$ cat config.mk
export PLATFORM = sky130hd
export DESIGN_NAME = hex_keypad_entry
export DESIGN_NICKNAME = d
export VERILOG_FILES = /design/src/rtl/keypad_pkg.sv /design/src/rtl/hex_keypad_entry_sync_2ff.sv /design/src/rtl/hex_keypad_entry.sv
export SDC_FILE = /design/constraint.sdc
export NUM_CORES = 1
export LEC_CHECK = 0
export CAP_MARGIN = 40
export CORE_UTILIZATION = 30
export DETAILED_ROUTE_END_ITERATION = 12
export GPL_TIMING_DRIVEN = 1
export PLACE_DENSITY = 0.53
export SKIP_LAST_GASP = 1
export SYNTH_ARGS = -nofsm -noshare
export SYNTH_HDL_FRONTEND = slang
export SYNTH_HIERARCHICAL = 1
export SYNTH_SLANG_ARGS = --single-unit
export TNS_END_PERCENT = 50
$ cat constraint.sdc
create_clock -name clk -period 3.3 [get_ports clk]
set_clock_uncertainty 0.15 [all_clocks]
set_input_delay 0.99 -clock clk [delete_from_list [all_inputs] [get_ports clk]]
set_output_delay 0.99 -clock clk [all_outputs]
set_load 0.1 [all_outputs]
$ cat src/rtl/keypad_pkg.sv
`timescale 1ns/1ps
// Shared types and constants for the 4x4 hex keypad scanner.
package keypad_pkg;

    typedef enum logic [1:0] {
        SCAN     = 2'd0,
        DEBOUNCE = 2'd1,
        HELD     = 2'd2
    } key_state_t;

    localparam logic [3:0] ROW_RESET = 4'b1110;

    // Indexed by {row index, column index}; row 0 / column 0 sit at the LSB end.
    localparam logic [15:0][3:0] KEY_MAP = {
        4'hD, 4'hF, 4'h0, 4'hE,
        4'hC, 4'h9, 4'h8, 4'h7,
        4'hB, 4'h6, 4'h5, 4'h4,
        4'hA, 4'h3, 4'h2, 4'h1
    };

endpackage

$ cat src/rtl/hex_keypad_entry_sync_2ff.sv
`timescale 1ns/1ps
// Two-flop synchronizer for the asynchronous keypad column lines.
// Resets to all-ones, the idle (no key) level of the pulled-up columns.
module sync_2ff (
    input  logic       clk,
    input  logic       rst,
    input  logic [3:0] d,
    output logic [3:0] q
);

    logic [3:0] meta;

    always_ff @(posedge clk or negedge rst) begin
        if (!rst) begin
            meta <= 4'hF;
            q    <= 4'hF;
        end else begin
            meta <= d;
            q    <= meta;
        end
    end

endmodule

$ cat src/rtl/hex_keypad_entry.sv
`timescale 1ns/1ps
// Hex keypad scanner: row rotation, press/release debounce, 4-digit shift entry.
// Optional macro KEYPAD_CLEAR_EN adds a synchronous clr input that zeroes the number.
//
// state    | meaning
// SCAN     | rotate rows one step per sample point, look for a single low column
// DEBOUNCE | row held, counting consecutive samples equal to the latched key
// HELD     | key accepted, waiting for consecutive all-high samples (release)
module hex_keypad_entry
    import keypad_pkg::*;
#(
    parameter int SCAN_DIV       = 100000,
    parameter int DEBOUNCE_SCANS = 4
) (
    input  logic        clk,
    input  logic        rst,
`ifdef KEYPAD_CLEAR_EN
    input  logic        clr,
`endif
    input  logic [3:0]  col,
    output logic [3:0]  row,
    output logic [15:0] hex_num_4digit,
    output logic        WE
);

    localparam int SW = $clog2(SCAN_DIV);
    localparam int MW = $clog2(DEBOUNCE_SCANS + 1);
    localparam logic [SW-1:0] SLOT_LAST  = SW'(SCAN_DIV - 1);
    localparam logic [MW-1:0] MATCH_DONE = MW'(DEBOUNCE_SCANS);

    key_state_t    state;
    logic [3:0]    col_s;
    logic [SW-1:0] slot_cnt;
    logic [MW-1:0] match_cnt;
    logic [MW-1:0] match_inc;
    logic [3:0]    key_code;
    logic [3:0]    key_col;
    logic [3:0]    row_next;
    logic [3:0]    digit;
    logic [1:0]    row_idx;
    logic [1:0]    col_idx;
    logic          sample;
    logic          one_low;
    logic          accept;

    sync_2ff u_sync (
        .clk (clk),
        .rst (rst),
        .d   (col),
        .q   (col_s)
    );

    always_comb begin
        one_low = 1'b1;
        col_idx = 2'd0;
        case (col_s)
            4'b1110: col_idx = 2'd0;
            4'b1101: col_idx = 2'd1;
            4'b1011: col_idx = 2'd2;
            4'b0111: col_idx = 2'd3;
            default: one_low = 1'b0;
        endcase

        case (row)
            4'b1101: row_idx = 2'd1;
            4'b1011: row_idx = 2'd2;
            4'b0111: row_idx = 2'd3;
            default: row_idx = 2'd0;
        endcase

        sample    = (slot_cnt == SLOT_LAST);
        key_col   = ~(4'b0001 << key_code[1:0]);
        match_inc = match_cnt + MW'(1);
        row_next  = {row[2:0], row[3]};

        // A single-sample debounce accepts straight out of SCAN.
        accept = 1'b0;
        digit  = KEY_MAP[key_code];
        case (state)
            SCAN: begin
                if (sample && one_low && (DEBOUNCE_SCANS == 1)) begin
                    accept = 1'b1;
                    digit  = KEY_MAP[{row_idx, col_idx}];
                end
            end
            DEBOUNCE: accept = sample && (col_s == key_col) && (match_inc == MATCH_DONE);
            default:  accept = 1'b0;
        endcase
    end

    always_ff @(posedge clk or negedge rst) begin
        if (!rst) begin
            state          <= SCAN;
            row            <= ROW_RESET;
            hex_num_4digit <= 16'h0000;
            WE             <= 1'b0;
            slot_cnt       <= '0;
            match_cnt      <= '0;
            key_code       <= 4'h0;
        end else begin
            slot_cnt <= sample ? '0 : slot_cnt + SW'(1);

            if (sample) begin
                case (state)
                    SCAN: begin
                        if (one_low) begin
                            key_code <= {row_idx, col_idx};
                            if (accept) begin
                                state     <= HELD;
                                match_cnt <= '0;
                            end else begin
                                state     <= DEBOUNCE;
                                match_cnt <= MW'(1);
                            end
                        end else begin
                            row <= row_next;
                        end
                    end
                    DEBOUNCE: begin
                        if (col_s == key_col) begin
                            if (accept) begin
                                state     <= HELD;
                                match_cnt <= '0;
                            end else begin
                                match_cnt <= match_inc;
                            end
                        end else begin
                            state     <= SCAN;
                            match_cnt <= '0;
                            row       <= row_next;
                        end
                    end
                    HELD: begin
                        if (col_s == 4'hF) begin
                            if (match_inc == MATCH_DONE) begin
                                state     <= SCAN;
                                match_cnt <= '0;
                                row       <= row_next;
                            end else begin
                                match_cnt <= match_inc;
                            end
                        end else begin
                            match_cnt <= '0;
                        end
                    end
                    default: begin
                        state     <= SCAN;
                        match_cnt <= '0;
                    end
                endcase
            end

            WE <= accept;
            if (accept) begin
                hex_num_4digit <= {hex_num_4digit[11:0], digit};
            end
`ifdef KEYPAD_CLEAR_EN
            // Clear overrides a same-cycle accept; the FSM still moves to HELD.
            if (clr) begin
                hex_num_4digit <= 16'h0000;
                WE             <= 1'b1;
            end
`endif
        end
    end

endmodule

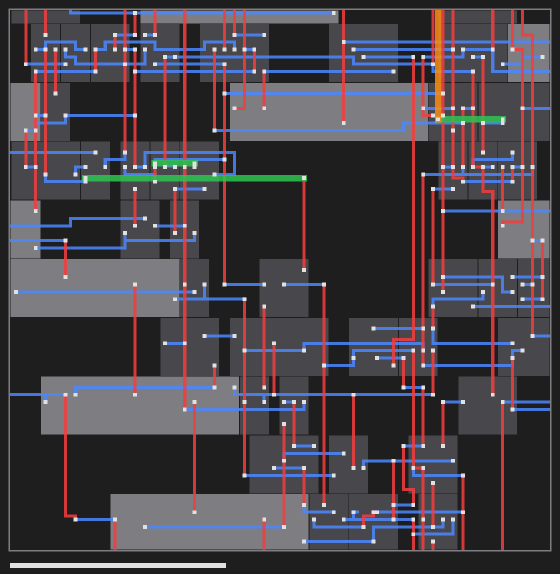
**Above:** close-up of the layout.
The bar under the picture is 10 um long. Window x 11 to 36, y 11 to 36 um. Cells in gray, sequential cells in the stronger gray; small squares are vias.
- orange: met4
- green: met3
- red: met2
- blue: met1
- cells with their middle in the window: 43
- netlist names of flops here include: `slot_cnt` (4)
- sequential cells in the window: 4
- most frequent: nor2_1 (7), nand3_1 (6)

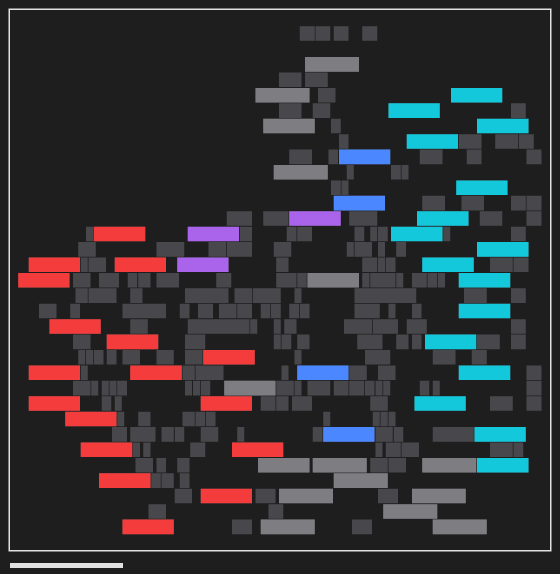
**Above:** where the registers sit.
The bar under the picture is 20 um long. Other sequential cells in the stronger gray, the rest of the logic in the fainter gray.
- purple: `match_cnt` (flops 3)
- red: `slot_cnt` (flops 17)
- cyan: `hex_num_4digit` (flops 16)
- blue: `key_code` (flops 4)
- not colored: 15
register area: 0.00139 mm^2
Util after Layout: 0.371
P_seq: 0.000688 W
Seq/total area: 0.452

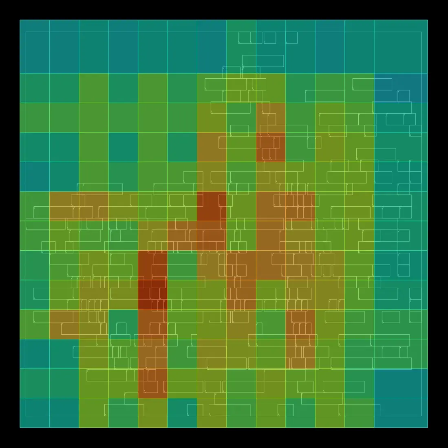
**Above:** track usage over the die.
Most Crowded Layer GR: met2
M3 GR Usage: 0.0279
global-route usage over all layers: 0.117
met2 Use GR: 0.206
wire per inst: 12.9 um

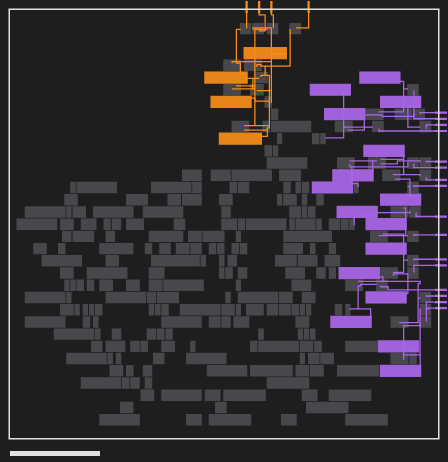
**Above:** wires at chosen ports, followed through buffers.
The bar under the picture is 20 um long.
- purple: `hex_num_4digit` (direction output; end cells 16; wire 354 um)
- orange: `row` (direction output; end cells 4; wire 161 um)
Port Buf Inserts: 26
Ports: 27

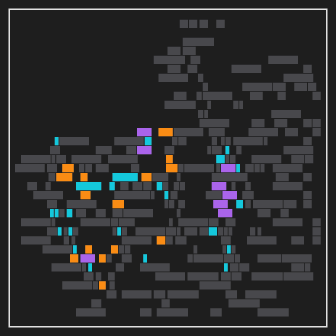
**Above:** selected gate families.
- purple: adder and majority cells (cells 8; most used ha_1)
- cyan: NOR gates (cells 23; most used nor2_1)
- orange: AND and OR gates (cells 15)

cell usage in the layout (no fill, tap or decap), types with 2 or more instances in the layout:
master / netlist / layout
or3_1: 2 / 2
and3_1: 2 / 2
nand4b_1: 3 / 3
xor2_1: 13 / 13
a31oi_1: 2 / 2
nor3_1: 3 / 3
nor3b_1: 2 / 2
nor2_1: 14 / 14
o21ai_0: 15 / 15
nand4_1: 4 / 4
bufinv_16: 0 / 2
nand3_1: 11 / 11
clkdlybuf4s50_1: 0 / 4
dfrtp_1: 44 / 44
inv_1: 3 / 3
o221ai_1: 2 / 2
a21oi_1: 8 / 8
nor4_4: 2 / 2
buf_4: 1 / 24
ha_1: 8 / 8
nand2_1: 25 / 25
xnor2_1: 5 / 5
clkbuf_8: 0 / 5
mux2_2: 17 / 17
dfstp_2: 11 / 11
nor2b_1: 2 / 2
==> metrics.yaml <==
detailed_routing:
  via_count: 1764
  dr_wl_met3_um: 179
  wl_met2_um: 2240
pwr:
  power.density_mw_per_mm2: 409
  p_comb_frac: 0.024
  p_clk_frac: 0.429
  power_leader: "sequential cells"
  p_clk_w: 0.000540
cts:
  h-tree-depth: 2
  path_clk_slew_ns: 0.10
  cts_setup_buffers: 0
grt:
  grt_overflow_total: 0
  use_met1: 0.138
  grt_pass1_wl_um: 8190
  grt_max_degree: 31
  grt_antenna_before_repair: 0
final_layout:
  largest_reg_flops: 17
  sh_comb_area: 0.376
  regMostFlops: "slot_cnt"
  largestClassByArea: "sequential cells"
  stdcell_area_mm2: 0.00308
  drive_above_1_share: 0.282
  num-nonclk-buffers: 30
  logic_area_mm2: 0.00116
  antennaDiodeCount: 0
job:
  log.warning_count: 31
  maxCapViolations: 0
die:
  chipArea_mm2: 0.00908
  die_y_um: 95.3
  design.core.area_mm2: 0.00830
  fp.dieW_um: 95.3
  fp_util: 0.314
yosys:
  post-synth-top-count-cell: "dfrtp_1"
  adder_share: 0.0384
  synth.avg_cell_area_um2: 11.4
  flop_cell: "dfrtp_1"
  yosysWarnings: 10
  syn-instance-count: 229
  synth-edff-count: 0
  aoi_share: 0.0834
  yosysUniqueCellTypes: 49
  mux_share: 0.0772
  yosys_area_mm2: 0.00261
  top_area_frac: 0.422
  simple_gate_area_frac: 0.184
worst_setup_path:
  cp-start-kind: "register"
  arrival_ns: 2.76
  slowest_delay_ns: 0.58
  r2r_end: "hex_num_4digit[14]"
  crit_start: "slot_cnt[12]"
  path_depth: 4
  r2r_slack_ns: 0.59
hold_path:
  hold_path.class: "register to register"
  worstHoldStart: "u_sync/meta[3]"
  holdPathStages: 0
sta:
  fin_crit_sh: 0.821
  timing.hold.ws_ns: 0.206
  slew_headroom: 0.591
  min_period_ns: 2.71
  worst_pin_slew_ns: 0.613
place:
  hpwl_um: 3320
status:
  outcome: "finished clean"
Power is estimated from default activity; no workload was simulated.
